**config.mk**
```make
export PLATFORM = sky130hd
export DESIGN_NAME = dump_datapath_flat
export DESIGN_NICKNAME = d
export VERILOG_FILES = /design/src/rtl/keccak_pkg.sv /design/src/rtl/dump_datapath_if.sv /design/src/rtl/dump_datapath_piso_buffer.sv /design/src/rtl/dump_datapath.sv /design/src/flat_wrapper.sv
export SDC_FILE = /design/constraint.sdc
export NUM_CORES = 2
export LEC_CHECK = 0
export CAP_MARGIN = 20
export CELL_PAD_IN_SITES_DETAIL_PLACEMENT = 2
export CELL_PAD_IN_SITES_GLOBAL_PLACEMENT = 2
export CORE_AREA = 3 3 571 573
export CTS_BUF_LIST = sky130_fd_sc_hd__clkbuf_4 sky130_fd_sc_hd__clkbuf_8 sky130_fd_sc_hd__clkbuf_16
export DETAILED_ROUTE_END_ITERATION = 8
export DIE_AREA = 0 0 574 576
export PLACE_DENSITY = 0.64
export SYNTH_ARGS = -nofsm -noshare
export SYNTH_HDL_FRONTEND = slang
export SYNTH_SLANG_ARGS = --single-unit
```
**constraint.sdc**
```tcl
create_clock -name clk -period 3 [get_ports clk]
set_input_delay 0.6 -clock clk [delete_from_list [all_inputs] [get_ports clk]]
set_output_delay 0.6 -clock clk [all_outputs]
set_load 0.01 [all_outputs]
```
**src/rtl/keccak_pkg.sv**
```systemverilog
// Shared Keccak constants, mode encodings and helpers.
// Provides the lane width, the SHAKE rates and words per block, the
// operation mode vectors, the dump FSM state type and EndianSwitcher,
// which reverses the byte order of one lane.
package keccak_pkg;

    localparam int w           = 64;
    localparam int w_byte_size = w / 8;

    localparam int RATE_SHAKE128 = 1344;
    localparam int RATE_SHAKE256 = 1088;

    localparam int WORDS_SHAKE128 = RATE_SHAKE128 / w;  // 21
    localparam int WORDS_SHAKE256 = RATE_SHAKE256 / w;  // 17

    localparam logic [1:0] SHAKE128_MODE_VEC = 2'b10;
    localparam logic [1:0] SHAKE256_MODE_VEC = 2'b11;

    typedef enum logic [1:0] {
        DUMP_IDLE,
        DUMP_WAIT_BLOCK,
        DUMP_SEND
    } dump_state_t;

    // Lanes are little-endian; the output stream wants byte 0 in the MSBs.
    function automatic logic [w-1:0] EndianSwitcher(input logic [w-1:0] lane);
        logic [w-1:0] swapped;
        swapped = '0;
        for (int unsigned i = 0; i < w_byte_size; i++) begin
            swapped[(w_byte_size - 1 - i) * 8 +: 8] = lane[i * 8 +: 8];
        end
        return swapped;
    endfunction

endpackage

```
**src/rtl/dump_datapath_if.sv**
```systemverilog
// Output word stream of the dump datapath.
//   data_out       : output word, stream byte order
//   data_out_valid : data_out holds a word
//   data_out_ready : sink accepts the word this cycle
//   last_word      : the valid word is the final word of the job
// master = producer (dump_datapath), slave = consumer.
interface dump_datapath_if;
    import keccak_pkg::*;

    logic [w-1:0] data_out;
    logic         data_out_valid;
    logic         data_out_ready;
    logic         last_word;

    modport master (
        output data_out,
        output data_out_valid,
        output last_word,
        input  data_out_ready
    );

    modport slave (
        input  data_out,
        input  data_out_valid,
        input  last_word,
        output data_out_ready
    );

endinterface

```
**src/rtl/dump_datapath_piso_buffer.sv**
```systemverilog
// piso_buffer: parallel-in, serial-out buffer of DEPTH words of WIDTH bits.
//   clk, rst : clock, asynchronous active-low reset (clears the buffer)
//   load     : capture data_in (takes priority over en)
//   en       : shift right by one word
//   data_in  : WIDTH*DEPTH bits, word 0 in the LSBs
//   data_out : current word 0
module piso_buffer #(
    parameter int WIDTH = 64,
    parameter int DEPTH = 21
) (
    input  logic                     clk,
    input  logic                     rst,
    input  logic                     load,
    input  logic                     en,
    input  logic [WIDTH*DEPTH-1:0]   data_in,
    output logic [WIDTH-1:0]         data_out
);

    logic [WIDTH*DEPTH-1:0] buf_q;

    always_ff @(posedge clk or negedge rst) begin
        if (!rst) begin
            buf_q <= '0;
        end else if (load) begin
            buf_q <= data_in;
        end else if (en) begin
            buf_q <= buf_q >> WIDTH;
        end
    end

    assign data_out = buf_q[WIDTH-1:0];

endmodule

```
**src/rtl/dump_datapath.sv**
```systemverilog
// dump_datapath: serialises squeeze blocks into byte-swapped W-bit words.
//   clk, rst        : clock, asynchronous active-low reset
//   start           : latch operation_mode/output_size, begin a job (IDLE only)
//   operation_mode  : SHAKE128_MODE_VEC / SHAKE256_MODE_VEC
//   output_size     : requested length in bits (byte granular)
//   rate_output     : squeeze block, lane 0 in the LSBs
//   block_valid     : rate_output valid
//   block_ready     : block accepted on block_valid && block_ready
//   more_blocks     : another squeeze permutation is needed
//   out_if          : output word stream (data/valid/ready/last_word)
//   busy            : job in progress
//   done            : one-cycle pulse at job completion
module dump_datapath
    import keccak_pkg::*;
#(
    parameter int W    = w,
    parameter int RATE = RATE_SHAKE128
) (
    input  logic              clk,
    input  logic              rst,
    input  logic              start,
    input  logic [1:0]        operation_mode,
    input  logic [31:0]       output_size,
    input  logic [RATE-1:0]   rate_output,
    input  logic              block_valid,
    output logic              block_ready,
    output logic              more_blocks,
    dump_datapath_if.master   out_if,
    output logic              busy,
    output logic              done
);

    localparam logic [W-1:0] ALL_ONES = '1;

    dump_state_t  state;
    logic [1:0]   mode_q;
    logic [28:0]  bytes_left;
    logic [4:0]   word_cnt;
    logic [4:0]   words_per_block;
    logic         valid_q;
    logic         load;
    logic         shift;
    logic [W-1:0] piso_word;
    logic [W-1:0] swapped;
    logic [W-1:0] byte_mask;
    logic         unused_size_bits;

    assign unused_size_bits = ^output_size[2:0];

    assign words_per_block = (mode_q == SHAKE256_MODE_VEC) ? 5'(WORDS_SHAKE256)
                                                           : 5'(WORDS_SHAKE128);

    assign load  = (state == DUMP_WAIT_BLOCK) && block_valid;
    assign shift = (state == DUMP_SEND) && out_if.data_out_ready;

    piso_buffer #(
        .WIDTH (W),
        .DEPTH (RATE / W)
    ) u_piso (
        .clk      (clk),
        .rst      (rst),
        .load     (load),
        .en       (shift),
        .data_in  (rate_output),
        .data_out (piso_word)
    );

    assign swapped = EndianSwitcher(piso_word);

    // Partial final word: keep the leading n bytes (MSBs), zero the rest.
    always_comb begin
        byte_mask = ALL_ONES;
        if (bytes_left < 29'd8) begin
            byte_mask = ~(ALL_ONES >> {bytes_left[2:0], 3'b000});
        end
    end

    assign out_if.data_out       = swapped & byte_mask;
    assign out_if.data_out_valid = valid_q;
    assign out_if.last_word      = valid_q && (bytes_left <= 29'd8);

    always_ff @(posedge clk or negedge rst) begin
        if (!rst) begin
            state       <= DUMP_IDLE;
            mode_q      <= '0;
            bytes_left  <= '0;
            word_cnt    <= '0;
            valid_q     <= 1'b0;
            block_ready <= 1'b0;
            more_blocks <= 1'b0;
            busy        <= 1'b0;
            done        <= 1'b0;
        end else begin
            done <= 1'b0;
            case (state)
                DUMP_IDLE: begin
                    if (start) begin
                        mode_q     <= operation_mode;
                        bytes_left <= output_size[31:3];
                        if (output_size[31:3] == 29'd0) begin
                            done <= 1'b1;
                        end else begin
                            state       <= DUMP_WAIT_BLOCK;
                            block_ready <= 1'b1;
                            more_blocks <= 1'b1;
                            busy        <= 1'b1;
                        end
                    end
                end

                DUMP_WAIT_BLOCK: begin
                    if (block_valid) begin
                        word_cnt    <= words_per_block;
                        state       <= DUMP_SEND;
                        block_ready <= 1'b0;
                        more_blocks <= 1'b0;
                        valid_q     <= 1'b1;
                    end
                end

                DUMP_SEND: begin
                    if (out_if.data_out_ready) begin
                        word_cnt <= word_cnt - 5'd1;
                        if (bytes_left <= 29'd8) begin
                            bytes_left <= '0;
                            state      <= DUMP_IDLE;
                            valid_q    <= 1'b0;
                            busy       <= 1'b0;
                            done       <= 1'b1;
                        end else begin
                            bytes_left <= bytes_left - 29'd8;
                            if (word_cnt == 5'd1) begin
                                state       <= DUMP_WAIT_BLOCK;
                                valid_q     <= 1'b0;
                                block_ready <= 1'b1;
                                more_blocks <= 1'b1;
                            end
                        end
                    end
                end

                default: begin
                    state       <= DUMP_IDLE;
                    valid_q     <= 1'b0;
                    block_ready <= 1'b0;
                    more_blocks <= 1'b0;
                    busy        <= 1'b0;
                end
            endcase
        end
    end

endmodule

```
**src/flat_wrapper.sv**
```systemverilog
// flat-port wrapper written by rule: the top's interface ports become plain ports
module dump_datapath_flat import keccak_pkg::*;
#(
    parameter int W    = w,
    parameter int RATE = RATE_SHAKE128
)
  (clk, rst, start, operation_mode, output_size, rate_output, block_valid, block_ready, more_blocks, busy, done, out_if_data_out, out_if_data_out_valid, out_if_last_word, out_if_data_out_ready);
  dump_datapath_if out_if_i ();
  input  logic clk;
  input  logic rst;
  input  logic start;
  input  logic [1:0] operation_mode;
  input  logic [31:0] output_size;
  input  logic [RATE-1:0] rate_output;
  input  logic block_valid;
  output logic block_ready;
  output logic more_blocks;
  output logic busy;
  output logic done;
  output wire logic [$bits(out_if_i.data_out)-1:0] out_if_data_out;
  output wire logic [$bits(out_if_i.data_out_valid)-1:0] out_if_data_out_valid;
  output wire logic [$bits(out_if_i.last_word)-1:0] out_if_last_word;
  input wire logic [$bits(out_if_i.data_out_ready)-1:0] out_if_data_out_ready;
  assign out_if_data_out = out_if_i.data_out;
  assign out_if_data_out_valid = out_if_i.data_out_valid;
  assign out_if_last_word = out_if_i.last_word;
  assign out_if_i.data_out_ready = out_if_data_out_ready;
  dump_datapath #(.W(W), .RATE(RATE)) u_core (.clk(clk), .rst(rst), .start(start), .operation_mode(operation_mode), .output_size(output_size), .rate_output(rate_output), .block_valid(block_valid), .block_ready(block_ready), .more_blocks(more_blocks), .out_if(out_if_i), .busy(busy), .done(done));
endmodule
```
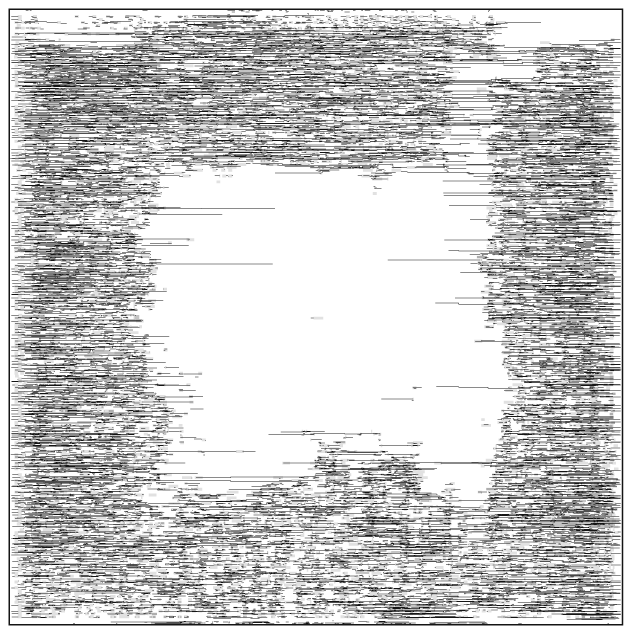
**Above:** met1 routing.
nets with wire on the layer = 9544
main direction = horizontal
longest straight run = 138 um
share of all routed wire = 41%
wire length on this layer = 155 mm
via count: 62100
GR Util met1: 26.4%
final WL: 373000 um

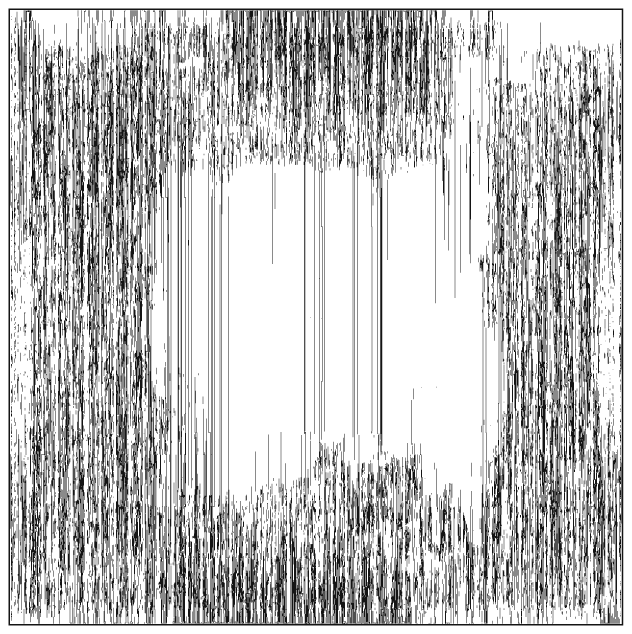
**Above:** the metal 2 layer.
main direction = vertical
longest straight run = 345 um
share of all routed wire = 50%
nets with wire on the layer = 9164
wire length on this layer = 185 mm

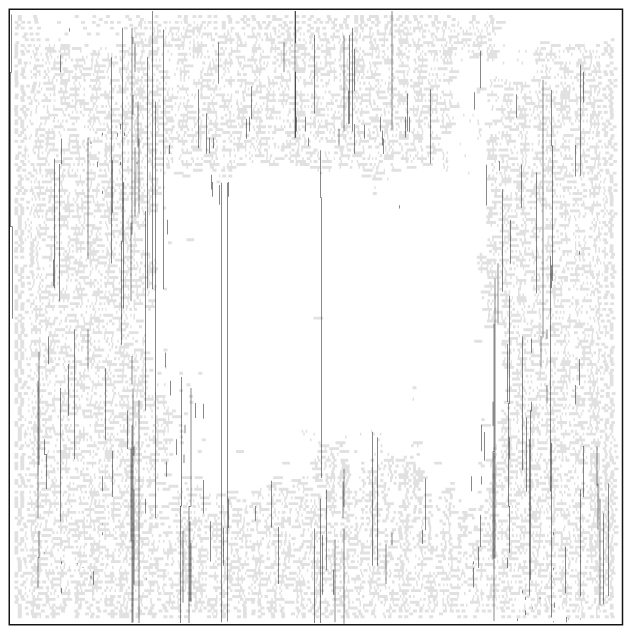
**Above:** metal 4.
main direction = vertical
wire length on this layer = 13100 um
share of all routed wire = 3.5%
nets with wire on the layer = 149
longest straight run = 412 um

==> flow_summary.json <==
{
  "yosys.area.top_type_share_pct": 55.9,
  "pre_cts_ws_ns": -0.521,
  "post-dp-hpwl_um": 298000,
  "grt-ovfl-total": 0,
  "antenna_found_initial": 143,
  "taps": 4305,
  "p_seq_uw": 35100,
  "final.fill_count": 36400,
  "outcome": "finished with violations",
  "fp.dieH_um": 576,
  "crit_path_start_kind": "flop",
  "logic_gate_count": 5500,
  "adder_share_pct": 0.0605,
  "area.growth.synth_to_final_pct": 44.7,
  "rr_endpoint": "u_core.bytes_left[12]$_DFFE_PN0P_",
  "path_cells": "or4_4 -> or4_4 -> nor4b_4 -> buf_6 -> buf_6 -> nand2_8 -> and2_4 -> buf_6",
  "period_used_pct": 130,
  "cts.path.max_buffers": 4,
  "yosys.stat.seqShare_pct": 55.9,
  "violations": "setup timing",
  "track_usage_pct": 21.7,
  "final-clk-cell-share_pct": 6.41,
  "total_power_uw": 94700,
  "syn_area_mm2": 0.0620,
  "p_int_uw": 54600,
  "nNetsFinal": 10300,
  "power.net_switching_uw": 40100,
  "grt_use_met3_pct": 4.37,
  "seqPwrFrac_pct": 37.0,
  "ys_types": 52,
  "rows": 208,
  "comb_share_pct": 28.2,
  "fmax_mhz": 257,
  "viasPerCell": 4.65,
  "flops": 1386,
  "synthCells": 7504,
  "hold_end": "u_core.u_piso.buf_q[585]$_DFFE_PN0P_",
  "cts_sinks": 1386,
  "dpl-instance-area_mm2": 0.0834,
  "cpMostUsedCell": "buf_6",
  "num_antenna_cells": 63,
  "htreeDepth": 4,
  "ys_chip_area_mm2": 0.0620,
  "holdWs_ns": 0.315,
  "root_buffer": "clkbuf_16",
  "tightest_slew_ns": 0.836,
  "most_common_cell": "nand2_1",
  "p_per_area_mw_per_mm2": 1050,
  "critical_path_class": "reg2out",
  "finalCriticalPeriod_ns": 3.90,
  "slowest_stage": "or4_4",
  "endpoint": "out_if_data_out[42]",
  "skew_ns": 0.0444,
  "maxSlewHeadroom_pct": 44.3,
  "clk_pin_slew_ns": 0.06,
  "path_max_fanout": 8,
  "dominant-cell-class": "sequential cells",
  "comb_power_share_pct": 40.0,
  "design_area_mm2": 0.0898,
  "largest_reg_flops": 1344,
  "setup_viol": 65,
  "whs_path_depth": 3,
  "chip_area_mm2": 0.331,
  "mostFrequentLayoutCells": "nand2_1, dfrtp_1, clkdlybuf4s50_1",
  "cts_buffers": 176,
  "rsz0062_at_grt": "true",
  "ys_sh_mux_pct": 0.0161,
  "met3_length_um": 19800,
  "r2r.worst_path.cells": 7,
  "clock_buffers": 264,
  "drive_gt1_share_pct": 8.71,
  "cts_tree": "done",
  "drc": 0,
  "drt_iter0_drc": 4348,
  "fin_ws_ns": -0.896,
  "comb_area_mm2": 0.0253,
  "clock.latency.late_pin_ns": 0.85
}
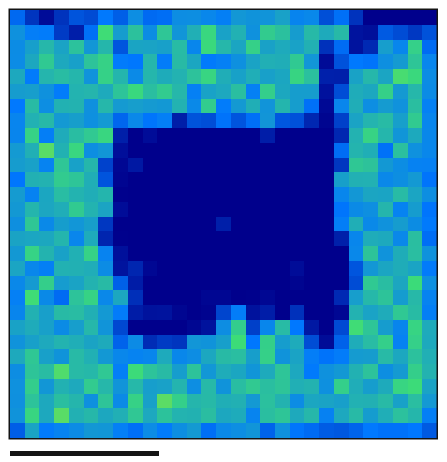
**Above:** cell density map.
Scale bar: 200 um. The die is cut into 29 by 29 equal tiles; dark blue is low, red is high, 0 to 100% covered.
fullest tile = 54%
mean over tiles = 26%
nearly empty tiles = 22%
emptiest ninth of the die = centre
final core utilization: 28.0%
core area: 0.321 mm^2
floorplan core density: 19.3%

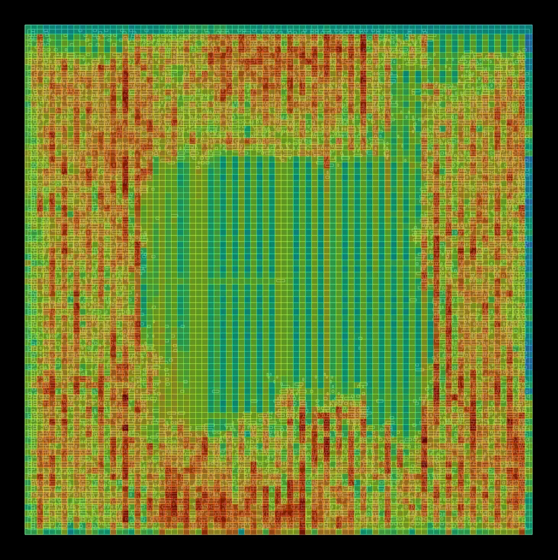
**Above:** routing congestion map.
busiest layer in global routing: met2
routed len/inst: 27.9 um

